Figure 1. Placement view (run 1).
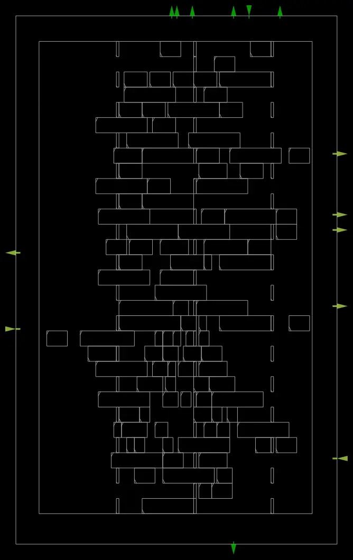
Figure 2. Pin placement (run 1).
Pins as bars across the die edge, other pins in grey.
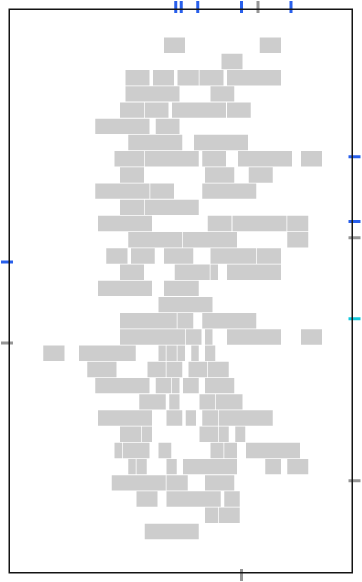
Figure 3. Routed metal, one colour a layer (run 1).
The bar under the picture is 20 microns long.
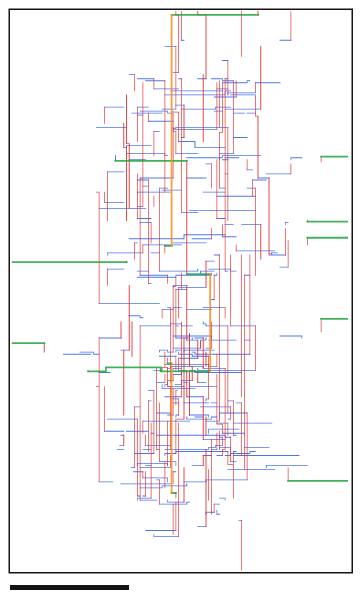
## config.mk

```make
export PLATFORM = sky130hd
export DESIGN_NAME = uart_rx
export DESIGN_NICKNAME = d
export VERILOG_FILES = /design/src/rtl/uart_rx.sv
export SDC_FILE = /design/constraint.sdc
export NUM_CORES = 1
export LEC_CHECK = 0
export CAP_MARGIN = 20
export CORE_ASPECT_RATIO = 1.75
export CORE_MARGIN = 4
export CORE_UTILIZATION = 30
export CTS_CLUSTER_DIAMETER = 120
export CTS_CLUSTER_SIZE = 24
export DETAILED_ROUTE_END_ITERATION = 16
export PLACE_DENSITY = 0.6
export SYNTH_ARGS = -nofsm -noshare
export SYNTH_HDL_FRONTEND = slang
export SYNTH_SLANG_ARGS = --single-unit
```

## constraint.sdc

```tcl
create_clock -name clk -period 2.3 [get_ports clk]
set_clock_uncertainty 0.1 [all_clocks]
set_input_delay 0.345 -clock clk [delete_from_list [all_inputs] [get_ports clk]]
set_output_delay 0.345 -clock clk [all_outputs]
set_load 0.02 [all_outputs]
```

## src/rtl/uart_rx.sv

```systemverilog
//==============================================================================
// Module   : uart_rx
// Brief    : 8N1 UART receiver with 2-flop input sync, mid-bit sampling,
//            stop-bit check and break suppression.
// Revision : 1.0 - initial release
//==============================================================================
`default_nettype none

module uart_rx #(
    parameter int CLKS_PER_BIT = 16,
    parameter int DATA_BITS    = 8
) (
    input  logic                 clk,
    input  logic                 clr,
    input  logic                 rx,
    output logic [DATA_BITS-1:0] rx_data,
    output logic                 rx_valid,
    output logic                 frame_err,
    output logic                 busy
);

    localparam int CW = (CLKS_PER_BIT > 1) ? $clog2(CLKS_PER_BIT) : 1;
    localparam int IW = (DATA_BITS > 1) ? $clog2(DATA_BITS) : 1;

    localparam logic [CW-1:0] c_half     = CW'(CLKS_PER_BIT / 2 - 1);
    localparam logic [CW-1:0] c_last     = CW'(CLKS_PER_BIT - 1);
    localparam logic [IW-1:0] c_idx_last = IW'(DATA_BITS - 1);

    typedef enum logic [2:0] {
        S_IDLE  = 3'd0,
        S_START = 3'd1,
        S_DATA  = 3'd2,
        S_STOP  = 3'd3,
        S_BRK   = 3'd4
    } state_t;

    state_t               r_state;
    state_t               w_state_n;
    logic                 r_sync1;
    logic                 r_sync2;
    logic [CW-1:0]        r_bit_cnt;
    logic [CW-1:0]        w_bit_cnt_n;
    logic [IW-1:0]        r_bit_idx;
    logic [IW-1:0]        w_bit_idx_n;
    logic [DATA_BITS-1:0] r_shreg;
    logic [DATA_BITS-1:0] w_shreg_n;
    logic [DATA_BITS-1:0] r_rx_data;
    logic [DATA_BITS-1:0] w_rx_data_n;
    logic                 r_rx_valid;
    logic                 w_rx_valid_n;
    logic                 r_frame_err;
    logic                 w_frame_err_n;
    logic                 w_rx_s;

    // Sync flops reset to the idle (high) line level so reset release is not a start bit.
    always_ff @(posedge clk or negedge clr) begin
        if (!clr) begin
            r_sync1 <= 1'b1;
            r_sync2 <= 1'b1;
        end else begin
            r_sync1 <= rx;
            r_sync2 <= r_sync1;
        end
    end

    assign w_rx_s = r_sync2;

    always_ff @(posedge clk or negedge clr) begin
        if (!clr) begin
            r_state     <= S_IDLE;
            r_bit_cnt   <= '0;
            r_bit_idx   <= '0;
            r_shreg     <= '0;
            r_rx_data   <= '0;
            r_rx_valid  <= 1'b0;
            r_frame_err <= 1'b0;
        end else begin
            r_state     <= w_state_n;
            r_bit_cnt   <= w_bit_cnt_n;
            r_bit_idx   <= w_bit_idx_n;
            r_shreg     <= w_shreg_n;
            r_rx_data   <= w_rx_data_n;
            r_rx_valid  <= w_rx_valid_n;
            r_frame_err <= w_frame_err_n;
        end
    end

    always_comb begin
        w_state_n     = r_state;
        w_bit_cnt_n   = r_bit_cnt + CW'(1);
        w_bit_idx_n   = r_bit_idx;
        w_shreg_n     = r_shreg;
        w_rx_data_n   = r_rx_data;
        w_rx_valid_n  = 1'b0;
        w_frame_err_n = 1'b0;
        unique case (r_state)
            S_IDLE: begin
                w_bit_cnt_n = '0;
                if (!w_rx_s) begin
                    w_state_n = S_START;
                end
            end
            S_START: begin
                if (r_bit_cnt == c_half) begin
                    w_bit_cnt_n = '0;
                    w_bit_idx_n = '0;
                    w_state_n   = w_rx_s ? S_IDLE : S_DATA;
                end
            end
            S_DATA: begin
                if (r_bit_cnt == c_last) begin
                    w_bit_cnt_n = '0;
                    w_shreg_n   = {w_rx_s, r_shreg[DATA_BITS-1:1]};
                    if (r_bit_idx == c_idx_last) begin
                        w_state_n = S_STOP;
                    end else begin
                        w_bit_idx_n = r_bit_idx + IW'(1);
                    end
                end
            end
            S_STOP: begin
                // Leaving at the stop-bit midpoint leaves half a bit to catch a back-to-back start.
                if (r_bit_cnt == c_last) begin
                    w_bit_cnt_n = '0;
                    if (w_rx_s) begin
                        w_rx_data_n  = r_shreg;
                        w_rx_valid_n = 1'b1;
                        w_state_n    = S_IDLE;
                    end else begin
                        w_frame_err_n = 1'b1;
                        w_state_n     = S_BRK;
                    end
                end
            end
            S_BRK: begin
                w_bit_cnt_n = '0;
                if (w_rx_s) begin
                    w_state_n = S_IDLE;
                end
            end
            default: begin
                w_bit_cnt_n = '0;
                w_state_n   = S_IDLE;
            end
        endcase
    end

    assign rx_data   = r_rx_data;
    assign rx_valid  = r_rx_valid;
    assign frame_err = r_frame_err;
    assign busy      = (r_state != S_IDLE);

endmodule

`default_nettype wire

```

==> Changelog: implementation, run 1 <==
### Physical design

- Run status: complete, no violations
- Final weighted congestion in routability-driven placement: 0.8434
- Top sig layer: met4
- Number of enable-type register cells in the synthesized netlist: 0
- Slew at the pin with the worst max-slew slack: 0.4458 ns
- Simple Share, Synth: 0.1254
- Clock root buffer: sky130_fd_sc_hd__clkbuf_8
- Xor and xnor area share after synthesis: 0.02057
- Remaining Overflow, GRT: 0
- Initial antenna violation count: 0
- Clock Power Share: 0.345
- Compound-Gate Fraction of Synth Area: 0.04114
- Count of cells resized by post-cts repair: 0
- Worst hold slack: 0.2555 ns
- Launching element type of the critical path: flip-flop
- Setup Fix Bufs, Post-CTS: 0
- DR vias: 774
- Final Power: 1.522 mW
- Sequential area share after synthesis: 0.5896
- Maximum vdd ir drop: 0.4060 mV
- Number of violations reported at the end of detailed-routing iteration 0: 5
- Crit path time final: 2.156 ns
- Inserted Clock Buffers: 5
- Layout Cells excl Fill: 159
- Antenna Violating Nets Remaining: 0
- HPWL after detailed placement: 1591 microns
- Clock transition at the registers of the reported paths: 0.06 ns
- Initial core utilization: 0.3107
- CP required: 1.86 ns
- Ant. Diodes: 0
- Setup-failing EPs final: 0
- Cell-internal power: 1.084 mW
- Area added between synthesis and finish: 22.92%
- Share of flip-flops with an asynchronous set or reset: 1.000
- Max Fclk: 463.8 MHz
- Ratio of total power to cell area: 969.1 nW/um^2
- Via density per instance: 4.868
- Gate power share: 0.177
- Placed inst area: 1458 sq um
- Static leakage power: 0.7178 nW
- I/O pin count: 14
- Final net count: 116
- Post-synth net total: 99
- Netlist cell types: 28
- Cell area after layout: 1570 sq um
- Vias in the first global route: 842
- Worst slack at placement: 0.3364 ns
- Endpoint kind of the worst setup timing path: primary output
- Arr. time, crit path: 1.71 ns
- Final total negative setup slack: 0 ns
- Maximum fanout along the worst path: 10
- Cell count after synthesis: 93
About Figure 1:
Seq area share: 0.4797
number of standard-cell rows in the floorplan: 31
Std-Cell Core Area: 4111 sq um
utilization after layout: 0.3819

About Figure 2:
legend:
  `rx_data`:
    colour: blue
    pins: 8
    direction: output
    edge: 5 top, 2 right, 1 left
  `frame_err`:
    colour: cyan
    pins: 1
    direction: output
    edge: right
all pins by edge: 6 top, 5 right, 2 left, 1 bottom
count of input and output buffers: 13
horizontal die dimension: 57.33 microns
height of the die: 94.33 microns

About Figure 3:
legend:
  metal 2:
    colour: red
    wire_length: 1210 microns
  metal 3:
    colour: green
    wire_length: 111 microns
  metal 4:
    colour: orange
    wire_length: 76.8 microns
  metal 1:
    colour: blue
    wire_length: 829 microns
total track usage: 0.09850
aggregate routed wire length: 2223 microns
wire length per cell: 13.98 microns

-- run 1: critical path, cell delays in order (launching register included) --
cell                              delay [ns]
sky130_fd_sc_hd__dfrtp_1                0.50
sky130_fd_sc_hd__or3_1                  0.40
sky130_fd_sc_hd__clkdlybuf4s50_1        0.54
-- run 1: power groups by stage --
stage	logic [mW]	clock network, mW	registers [mW]
2_1_floorplan	0.280	0	0.656
3_3_place_gp	0.265	0	0.730
3_5_place_dp	0.273	0	0.740
4_1_cts	0.275	0.546	0.729
5_1_grt	0.314	0.570	0.745
6_report	0.270	0.526	0.726
-- run 1: cell usage in the layout (no fill, tap or decap), types with 2 or more instances in the layout --
cell type                         count
sky130_fd_sc_hd__o21ai_0              3
sky130_fd_sc_hd__or3_1                2
sky130_fd_sc_hd__nand2_1              2
sky130_fd_sc_hd__nand3_1              2
sky130_fd_sc_hd__nor4_1               2
sky130_fd_sc_hd__mux2i_1              3
sky130_fd_sc_hd__ha_1                 3
sky130_fd_sc_hd__dfrtp_1             28
sky130_fd_sc_hd__clkbuf_8             6
sky130_fd_sc_hd__buf_4                2
sky130_fd_sc_hd__nor3_4               2
sky130_fd_sc_hd__dfstp_2              2
sky130_fd_sc_hd__nand3b_1             2
sky130_fd_sc_hd__inv_1                3
sky130_fd_sc_hd__mux2_2              16
sky130_fd_sc_hd__nor2_1               3
sky130_fd_sc_hd__a211oi_1             3
sky130_fd_sc_hd__clkdlybuf4s50_1     13
sky130_fd_sc_hd__a21oi_1              3
sky130_fd_sc_hd__xnor2_1              2
-- run 1: per-layer routing --
layer,vias to the layer above,GRT usage
li1,367,-
met1,385,0.09714
met5,-,0
met2,16,0.1641
met4,0,0.07157
met3,6,0.03851
-- run 1: final timing paths --
path                               from           end  slack, ns  cells after the start
max                          r_state[0]          busy       0.14                      2
min                             r_sync1       r_sync2       0.26                      0
max reg2reg                r_bit_cnt[0]    rx_data[4]       0.37                      4
min reg2reg                     r_sync1       r_sync2       0.26                      0
max in group asynchronous           clr       r_sync1       1.41                      2
min in group asynchronous           clr  r_bit_cnt[3]       0.36                      2
-- run 1: registers in the layout, summed over array words and instances, names as in the netlist, 3 cells and up --
| name | flops |
|---|---|
| r_bit_cnt | 4 |
| r_bit_idx | 3 |
| r_shreg | 8 |
| r_state | 3 |
| rx_data | 8 |
-- run 1: cells in the mapped netlist (all sizes together), types with 3 or more instances --
library cell | instances | area, sq um
a211oi | 3 | 22.52
a21oi | 3 | 15.01
buf | 3 | 17.52
dfrtp | 28 | 700.7
ha | 3 | 37.54
inv | 3 | 11.26
mux2 | 16 | 180.2
mux2i | 3 | 30.03
nor2 | 3 | 11.26
nor3 | 3 | 37.53
o21ai | 3 | 15.01
-- run 1: cell type report --
cell class                 count  area, sq um
clock buffer                   6        82.58
clock inverter                 1        30.03
fill                         431         2541
inverter                       3        11.26
multi-input combinational     55        486.7
sequential                    30        753.2
tap                           49        61.31
timing repair buffer          15        145.1
==> inputs of run 2 (changes only) <==
--- a/config.mk
+++ b/config.mk
@@ -8,5 +8,5 @@
 export CAP_MARGIN = 20
 export CORE_ASPECT_RATIO = 1.75
-export CORE_MARGIN = 4
+export CORE_MARGIN = 8
 export CORE_UTILIZATION = 30
 export CTS_CLUSTER_DIAMETER = 120
==> constraint.sdc (replaced) <==
create_clock -name clk -period 2.3 [get_ports clk]
set_clock_uncertainty 0.1 [all_clocks]
set_input_delay 0.69 -clock clk [delete_from_list [all_inputs] [get_ports clk]]
set_output_delay 0.69 -clock clk [all_outputs]
set_load 0.02 [all_outputs]
Figure 4. Routed metal, one colour a layer (run 2).
The bar under the picture is 20 microns long.
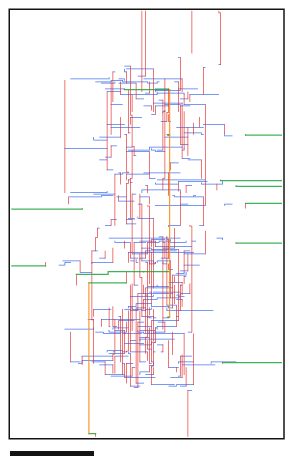
legend:
  metal 4:
    colour: orange
    wire_length: 90.4 microns
  metal 1:
    colour: blue
    wire_length: 857 microns
  metal 3:
    colour: green
    wire_length: 137 microns
  metal 2:
    colour: red
    wire_length: 1100 microns
DR vias: 784
aggregate routed wire length: 2187 microns
wire length per cell: 13.50 microns
total track usage: 0.07796

==> run 2 against run 1 <==
  * Wire length fell by 1.6%
  * Sequential power fell by 6.5%
  * Area after synthesis did not move
  * Die size rose by 24%
  * Non-clock buffer count rose by 2
  * Critical path type unchanged
  * Worst setup slack improved by 0.027 ns
  * Maximum frequency rose by 1.3%
==> Changelog: implementation, run 2 <==
### Physical design

- Launching element type of the critical path: flip-flop
- Area share of the largest cell type after synthesis: 0.5485 (unchanged)
- Slew at the pin with the worst max-slew slack: 0.4369 ns (-0.008850 ns)
- Delay contributed by the slowest stage of the critical path: 0.37 ns (-0.17 ns)
- Slowest stage cell, crit path: sky130_fd_sc_hd__dfrtp_1
- Remaining Overflow, GRT: 0 (unchanged)
- Share of flip-flops with an asynchronous set or reset: 1.000 (unchanged)
- Min-Delay Startpoint: r_sync1
- Endpoint kind of the worst setup timing path: primary output
- Ratio of total power to cell area: 967.8 nW/um^2 (-0.14%)
- Height of the die: 102.3 microns (+8.5%)
- Sequential Area: 753.2 sq um (unchanged)
- Area taken by multi-input logic gates: 486.7 sq um (unchanged)
- Number of filler instances in the final layout: 427 (-0.93%)
- Antenna Violating Nets Remaining: 0 (unchanged)
- Setup-failing EPs final: 0 (unchanged)
- Xor and xnor area share after synthesis: 0.02057 (unchanged)
- Std-Cell Core Area: 4111 sq um (unchanged)
- Cell area after layout: 1580 sq um (+0.64%)
- Setup Fix Bufs, Post-CTS: 0 (unchanged)
- Maximum fanout along the worst path: 2 (-8)
- Final weighted congestion in routability-driven placement: 0.6801 (-19%)
- End of the worst register-to-register path: rx_data[5]
- Worst hold stages: 0 (unchanged)
- Final total negative setup slack: 0 ns (unchanged)
- Count of cells resized by post-cts repair: 1 (+1)
- Placed inst area: 1473 sq um (+1.0%)
- Top cells by area: sky130_fd_sc_hd__dfrtp_1 (55%), sky130_fd_sc_hd__mux2_2 (14%), sky130_fd_sc_hd__dfstp_2 (4.1%)
- I/O pin count: 14 (unchanged)
- Compound-Gate Fraction of Synth Area: 0.04114 (unchanged)
- CP required: 1.51 ns (-0.35 ns)
- Library cell with the largest summed area after synthesis: sky130_fd_sc_hd__dfrtp_1
- Clock transition at the registers of the reported paths: 0.06 ns (about the same)
- Number of cells traversed by the worst register-to-register path: 4 (unchanged)
- Netlist cell types: 28 (unchanged)
- Top cell types by occurrence after synthesis: sky130_fd_sc_hd__dfrtp_1 (28), sky130_fd_sc_hd__mux2_2 (16)
- HPWL after detailed placement: 1558 microns (-2.1%)
- Number of enable-type register cells in the synthesized netlist: 0 (unchanged)
- Vias in the first global route: 868 (+3.1%)
- Library cell with the highest instance count after synthesis: sky130_fd_sc_hd__dfrtp_1
- Sequence of cells on the critical path: or3_1 -> dlygate4sd2_1
- Run status: complete, no violations
[run 2: cell types whose count changed in the layout (fill, tap and decap cells not counted)]
cell	before	now
sky130_fd_sc_hd__clkbuf_8	6	5
sky130_fd_sc_hd__dlygate4sd2_1	0	1
sky130_fd_sc_hd__clkinv_2	0	2
sky130_fd_sc_hd__clkdlybuf4s50_1	13	12
sky130_fd_sc_hd__buf_4	2	4
[run 2: worst max-delay path by stage]
| stage | slack [ns] | start | to |
|---|---|---|---|
| final | 0.17 | r_state[0] | busy |
| after global routing | 0.11 | r_state[0] | busy |
| after CTS | 0.15 | r_state[0] | busy |
| after detailed placement | 0.24 | r_state[0] | busy |
| after global placement | 0.25 | r_state[0] | busy |
| after floorplan | 0.47 | r_state[2] | busy |
[run 2: stage by stage]
step	instances	hold slack (ns)	setup slack, ns	total power [mW]
detailed placement	154	0.2478	0.2441	1.033
finish	162	0.2552	0.1709	1.529
floorplan	93	0.2452	0.4670	0.9362
CTS	162	0.2567	0.1514	1.556
global placement	154	0.2467	0.2535	1.015
global route	162	0.2603	0.1104	1.628
[run 2: report_power, final]
part,switching (mW),internal (mW)
sequential,0.0758,0.604
combinational,0.182,0.154
clock,0.196,0.318
total,0.454,1.08
[run 2: per-layer routing]
metal	up-vias	track usage	share of wire
li1	370	-	-
met1	393	0.07398	0.39
met2	15	0.1280	0.50
met3	6	0.03074	0.062
met4	0	0.06588	0.041
met5	-	0	0
[run 2: kinds of logic (layout without fill, tap and decap cells)]
group           count (synthesis)  count (layout)
mux                            19              19
simple gates                   21              21
compound gates                  9               9
buf+inv                         8              28
xor+xnor                        3               3
flops                          30              30
fa+ha+maj                       3               3
[run 2: area by class of cell]
cell class / count / area share
sequential: 30 / 0.4766
multi-input combinational: 55 / 0.3080
timing repair buffer: 17 / 0.1006
clock buffer: 5 / 0.04355
tap: 49 / 0.03880
clock inverter: 3 / 0.02534
inverter: 3 / 0.007126
[run 2: critical path, delay by kind of cell (launching register included)]
kind / cells / cell delay [ns]
buffers and inverters: 1 / 0.32
and+or+nand+nor: 1 / 0.36
DFF: 1 / 0.37
Figure 5. Nets reached from selected ports (run 2).
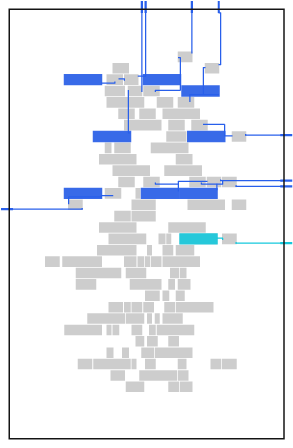

==> inputs of run 3 (changes only) <==
- CORE_UTILIZATION: 30 -> 45
- CTS_CLUSTER_SIZE: 24 -> 30
- GPL_TIMING_DRIVEN: unset -> 0
- PLACE_DENSITY: 0.6 -> 0.78
Figure 6. Nets reached from selected ports (run 3).
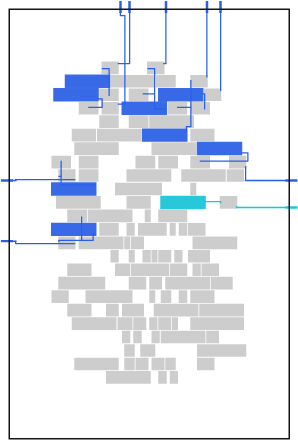
legend:
  `rx_data`:
    colour: blue
    bits: 8
    direction: output
    edge: 5 top, 2 left, 1 right
    end_cells: 8
    buffers: 8
    wire: 193 microns
  `frame_err`:
    colour: cyan
    bits: 1
    direction: output
    edge: right
    end_cells: 1
    buffers: 1
    wire: 13.6 microns
I/O pin count: 14

==> run 3 against run 2 <==
  * Sequential share of layout area rose by 0.27 points
  * Largest power group unchanged
  * Core utilization is 20 points higher
  * Wire length is 5.1% lower
  * Sequential cell count unchanged
  * Non-clock buffer count grew 1
  * Die size fell by 27%
  * Highest routed layer unchanged
  * Count of clock-buffer cells in the layout grew 1
  * Critical endpoint unchanged
  * Combinational power increased by 6.3%
  * Clock power increased by 2%
==> Changelog: implementation, run 3 <==
### Physical design

- DR vias: 767 (-2.2%)
- Library cell with the largest summed area after synthesis: sky130_fd_sc_hd__dfrtp_1
- Launching element type of the critical path: flip-flop
- Slew at the pin with the worst max-slew slack: 0.5450 ns (+0.1081 ns)
- Library cell with the highest instance count after synthesis: sky130_fd_sc_hd__dfrtp_1
- Setup-failing EPs final: 0 (unchanged)
- Final total negative setup slack: 0 ns (unchanged)
- Run status: complete, no violations
- Xor and xnor area share after synthesis: 0.02057 (unchanged)
- Aggregate routed wire length: 2076 microns (-5.1%)
- Compound-Gate Fraction of Synth Area: 0.04114 (unchanged)
- Share of flip-flops with an asynchronous set or reset: 1.000 (unchanged)
- Maximum fanout along the worst path: 9 (+7)
- Ratio of total power to cell area: 980.4 nW/um^2 (+1.3%)
- Post-Route M1 WL: 880 microns (+2.8%)
- Min-Delay Startpoint: r_sync1
- Height of the die: 86.49 microns (-15%)
- Number of placed instances with taps included: 134 (-13%)
- DR WL met3: 100 microns (-26%)
- CP required: 1.51 ns (about the same)
- Remaining Overflow, GRT: 0 (unchanged)
- Clock transition at the registers of the reported paths: 0.06 ns (about the same)
- HPWL after detailed placement: 1516 microns (-2.7%)
- End of the worst register-to-register path: rx_data[4]
- Setup Fix Bufs, Post-CTS: 0 (unchanged)
- Number of enable-type register cells in the synthesized netlist: 0 (unchanged)
- Worst hold stages: 0 (unchanged)
- Final weighted congestion in routability-driven placement: 0.8156 (+20%)
- Final Power: 1.543 mW (+0.90%)
- Top cell types by occurrence after synthesis: sky130_fd_sc_hd__dfrtp_1 (28), sky130_fd_sc_hd__mux2_2 (16)
- Wire length on met2: 1042 microns (-5.5%)
- Crit path max-delay family: flip-flops
- Buffering stage count on the worst path with inverters included: 2 (+1)
- Sequence of cells on the critical path: buf_2 -> or3_1 -> clkbuf_2
- Delay contributed by the slowest stage of the critical path: 0.37 ns (about the same)
- Wire length per cell: 14.83 microns (+9.8%)
- Vias in the first global route: 841 (-3.1%)
- Worst slack at placement: -0.05315 ns (-0.2973 ns)
- Top sig layer: met4
- Std-Cell Core Area: 2690 sq um (-35%)
- Netlist cell types: 28 (unchanged)
- Number of filler instances in the final layout: 220 (-48%)
- Top cells by area: sky130_fd_sc_hd__dfrtp_1 (55%), sky130_fd_sc_hd__mux2_2 (14%), sky130_fd_sc_hd__dfstp_2 (4.1%)
- Area share of the largest cell type after synthesis: 0.5485 (unchanged)
- Endpoint kind of the worst setup timing path: primary output
- Slowest stage cell, crit path: sky130_fd_sc_hd__dfrtp_1
## run 3: netlist changes by cell type in the layout (fill, tap and decap cells not counted), sizes merged
cell,change
clkbuf,+3
clkinv,-2
dlygate4sd2,-1
## run 3: through the flow
step / area [sq um] / hold slack, ns
finish: 1574 / 0.2558
detailed placement: 1469 / 0.2479
global route: 1574 / 0.2584
CTS: 1578 / 0.2565
floorplan: 1277 / 0.2452
global placement: 1441 / 0.2469
## run 3: how the worst max path moves through the flow
| stage | to | slack (ns) | from | cells past startpoint |
|---|---|---|---|---|
| after floorplan | busy | 0.47 | r_state[2] | 2 |
| after global placement | busy | -0.04 | r_state[2] | 3 |
| after detailed placement | busy | -0.05 | r_state[2] | 3 |
| after CTS | busy | 0.008 | r_state[1] | 3 |
| after global routing | busy | 0.12 | r_state[1] | 3 |
| final | busy | 0.18 | r_state[1] | 3 |
## run 3: routing by layer
| layer | up-vias | GRT usage |
|---|---|---|
| li1 | 368 | - |
| met1 | 381 | 0.08772 |
| met2 | 13 | 0.1581 |
| met3 | 5 | 0.05271 |
| met4 | 0 | 0.05275 |
| met5 | - | 0 |
## run 3: worst register-to-register path, delay by kind of cell (launching register included)
kind | cells | cell delay [ns]
AND/OR/NAND/NOR | 2 | 0.62
multiplexers | 1 | 0.39
flip-flops | 1 | 0.37
adder cells (fa/ha/maj) | 1 | 0.32
## run 3: area by class of cell
cell class	count	area, sq um	share of cell area
inverters	3	11.26	0.007154
clock inverters	1	30.03	0.01908
repair buffers	14	152.6	0.09698
well taps	27	33.78	0.02146
clock buffers	6	82.58	0.05246
multi-input cells	55	486.7	0.3092
flip-flops and latches	30	754.5	0.4793
plain buffers	4	22.52	0.01431
## run 3: timing repair
action,4_1_cts,5_1_grt
resized,2,2
endpoints found under the setup margin,1,1
gates cloned,0,0
## run 3: report_power, final
| group | total, mW | internal, mW | switching [mW] |
|---|---|---|---|
| logic | 0.357 | 0.155 | 0.201 |
| clock network | 0.526 | 0.346 | 0.181 |
| registers | 0.660 | 0.604 | 0.0561 |
## run 3: logic make-up (layout without fill, tap and decap cells)
logic type      count (synthesis)  count (layout)
compound gates                  9               9
xor+xnor                        3               3
fa+ha+maj                       3               3
buf+inv                         8              28
flops                          30              30
mux                            19              19
simple gates                   21              21
Power is estimated from default activity; no workload was simulated.
